$ cat config.mk
export PLATFORM = sky130hd
export DESIGN_NAME = systolic_output_collector
export DESIGN_NICKNAME = d
export VERILOG_FILES = /design/src/rtl/systolic_output_collector.sv
export SDC_FILE = /design/constraint.sdc
export NUM_CORES = 1
export LEC_CHECK = 0
export CAP_MARGIN = 0
export CORE_AREA = 2 2 65 67
export DETAILED_ROUTE_END_ITERATION = 12
export DIE_AREA = 0 0 67 69
export MAX_ROUTING_LAYER = met4
export PLACE_DENSITY = 0.79
export SLEW_MARGIN = 5
export SYNTH_ARGS = -nofsm -noshare
export SYNTH_HDL_FRONTEND = slang
export SYNTH_SLANG_ARGS = --single-unit
$ cat constraint.sdc
create_clock -name clk -period 5.3 [get_ports clk]
set_clock_uncertainty 0.1 [all_clocks]
set_input_delay 0.795 -clock clk [delete_from_list [all_inputs] [get_ports clk]]
set_output_delay 0.795 -clock clk [all_outputs]
set_load 0.03 [all_outputs]
$ cat src/rtl/systolic_output_collector.sv
// Output stage of a 1-D systolic array: aligns captures with launches through a tag line,
// applies optional ReLU, frames results and buffers them in a show-ahead FIFO.
module systolic_output_collector #(
  parameter int WIDTH         = 8,
  parameter int ARRAY_LATENCY = 3,
  parameter int FIFO_DEPTH    = 4,
  parameter int VEC_LEN       = 3,
  parameter bit RELU_EN       = 1'b1
) (
  input  logic                            clk,
  input  logic                            rst,
  input  logic                            ce,
  input  logic                            launch,
  input  logic [WIDTH-1:0]                y_in,
  output logic [WIDTH-1:0]                out_data,
  output logic                            out_last,
  output logic                            out_valid,
  input  logic                            out_ready,
  output logic [$clog2(FIFO_DEPTH+1)-1:0] level,
  output logic                            overflow
);

  localparam int LW = $clog2(FIFO_DEPTH + 1);
  localparam int PW = $clog2(FIFO_DEPTH);
  localparam int CW = (VEC_LEN > 1) ? $clog2(VEC_LEN) : 1;

  logic [ARRAY_LATENCY-1:0] tag_reg, tag_next;
  logic [CW-1:0]            frame_reg;
  logic [WIDTH:0]           mem [FIFO_DEPTH];
  logic [PW-1:0]            wr_ptr_reg, rd_ptr_reg, rd_ptr_next;
  logic [LW-1:0]            count_reg, count_next;
  logic [WIDTH:0]           head_reg, head_next;
  logic                     overflow_reg;

  logic                     cap, frame_last, full, valid, pop, push;
  logic [WIDTH-1:0]         value;
  logic [WIDTH:0]           entry;

  // Tag line: bit i set means the sample launched i+1 ce-cycles ago was valid.
  assign tag_next[0] = launch;
  generate
    for (genvar gi = 1; gi < ARRAY_LATENCY; gi++) begin : g_tag
      assign tag_next[gi] = tag_reg[gi-1];
    end
  endgenerate

  assign cap        = ce & tag_reg[ARRAY_LATENCY-1];
  assign value      = (RELU_EN && y_in[WIDTH-1]) ? '0 : y_in;
  assign frame_last = (frame_reg == CW'(VEC_LEN - 1));
  assign entry      = {frame_last, value};

  assign full        = (count_reg == LW'(FIFO_DEPTH));
  assign valid       = (count_reg != '0);
  assign pop         = valid & out_ready;
  assign push        = cap & (~full | pop);
  assign rd_ptr_next = rd_ptr_reg + PW'(pop);
  assign count_next  = count_reg + LW'(push) - LW'(pop);

  // Registered head: the new capture goes straight to the head when nothing older remains.
  always_comb begin
    head_next = head_reg;
    if (count_next != '0) begin
      if (count_reg == LW'(pop)) head_next = entry;
      else                       head_next = mem[rd_ptr_next];
    end
  end

  always_ff @(posedge clk) begin
    if (push) mem[wr_ptr_reg] <= entry;
  end

  always_ff @(posedge clk) begin
    if (rst) begin
      tag_reg      <= '0;
      frame_reg    <= '0;
      wr_ptr_reg   <= '0;
      rd_ptr_reg   <= '0;
      count_reg    <= '0;
      head_reg     <= '0;
      overflow_reg <= 1'b0;
    end else begin
      if (ce) tag_reg <= tag_next;
      // Dropped captures still advance framing so frames stay aligned to the array.
      if (cap) frame_reg <= frame_last ? '0 : frame_reg + CW'(1);
      if (push) wr_ptr_reg <= wr_ptr_reg + PW'(1);
      rd_ptr_reg <= rd_ptr_next;
      count_reg  <= count_next;
      head_reg   <= head_next;
      if (cap && full && !pop) overflow_reg <= 1'b1;
    end
  end

  assign out_data  = head_reg[WIDTH-1:0];
  assign out_last  = head_reg[WIDTH];
  assign out_valid = valid;
  assign level     = count_reg;
  assign overflow  = overflow_reg;

endmodule

### Congestion heat map

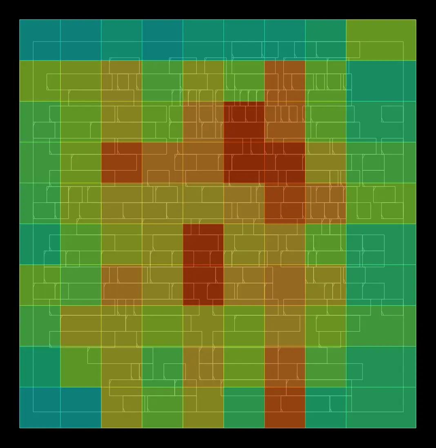
grt peak-use layer: met2
GRT met3 Usage: 5.38%
all-layer global routing usage: 20.3%
met1 usage: 23.1%
met2 Usage GRT: 34.9%

### Zoomed window

Scale bar: 10 um. Window x 4 to 29, y 5 to 30 um. Cells in gray, sequential cells in the stronger gray; small squares are vias.
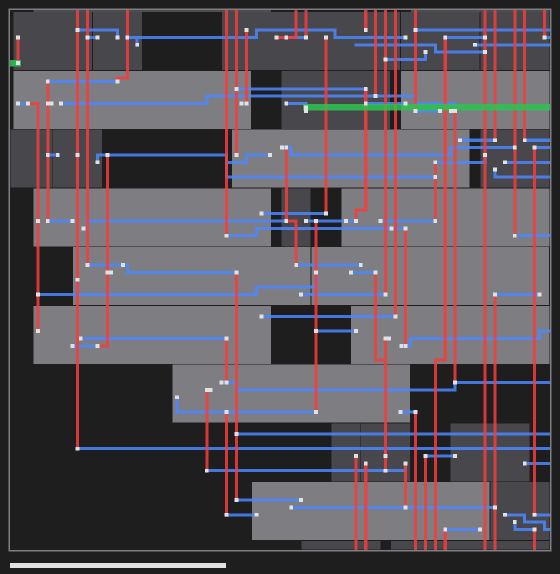
legend:
  green:
    layer: M3
  red:
    layer: M2
  blue:
    layer: M1
cells with their middle in the window: 25
sequential cells in the window: 11
netlist names of flops here include: `mem` (11)
most frequent: edfxtp_1 (11), clkdlybuf4s50_1 (4)

==> ci_impl_report.md <==
## Synthesis and layout report

| Metric | Value |
|---|---|
| Worst r2r src | `level[1]` |
| Outcome | `completed` |
| Distinct cells, synth | `29` |
| Comb gates | `86` |
| Cts hold-fix bufs | `0` |
| Largest register FFs | `32` |
| CTS tree | `done` |
| Syn_nets | `174` |
| AO/OA Area Share | `roughly 5.4%` |
| Sequential share of cell area | `53.2%` |
| Tot Pwr | `1.29 mW` |
| Final-layout clock-cell area share | `3.18%` |
| Sink Count | `53` |
| N_taps | `50` |
| Crit path capture type | `flop` |
| Most numerous logic cell after layout | `edfxtp_1` |
| Vias per cell | `5.40` |
| Log Warnings | `29` |
| Routed via count | `1236` |
| Sequential cell area | `0.00138 sq mm` |
| Synth top area share | `42.6%` |
| Post-synthesis async set-or-reset flop share | `0%` |
| Final Non-Filler Cells | `229` |
| Design area | `approximately 0.0026 sq mm` |
| Ports | `27` |
| Logic area | `793 sq um` |
| Hold Vio Cnt, Final | `0` |
### Gate-type map

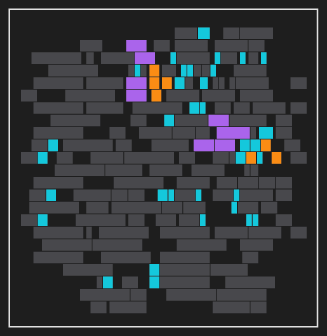
legend:
  orange:
    family: and/or cells
    cells: 7
    most_used: and2_1
    where: top middle
  cyan:
    family: nor cells
    cells: 34
    most_used: nor2_1
  purple:
    family: fa/ha/maj cells
    cells: 8
    most_used: ha_1

==> final timing paths <==
path	end	slack, ns	depth (start not counted)
setup / recovery	head_reg[1]	1.31	12
hold / removal	overflow	0.40	2
setup reg to reg	head_reg[1]	2.00	11
hold reg to reg	overflow	0.40	2
==> power by group <==
part           internal [mW]  switching [mW]  total, mW
sequential             0.475          0.0273      0.502
combinational          0.270           0.309      0.579
clock                 0.0917           0.120      0.212
==> critical path, cell delays in order <==
cell,delay (ns)
clkdlybuf4s50_1,0.61
nand2_1,0.17
nor2_1,0.37
inv_1,0.10
ha_1,0.30
inv_1,0.05
ha_1,0.18
fa_1,0.37
xnor3_1,0.20
or3_1,0.60
nor2_1,0.23
a211oi_2,0.06
No activity file was given, so power comes from the tool's default toggle rates.
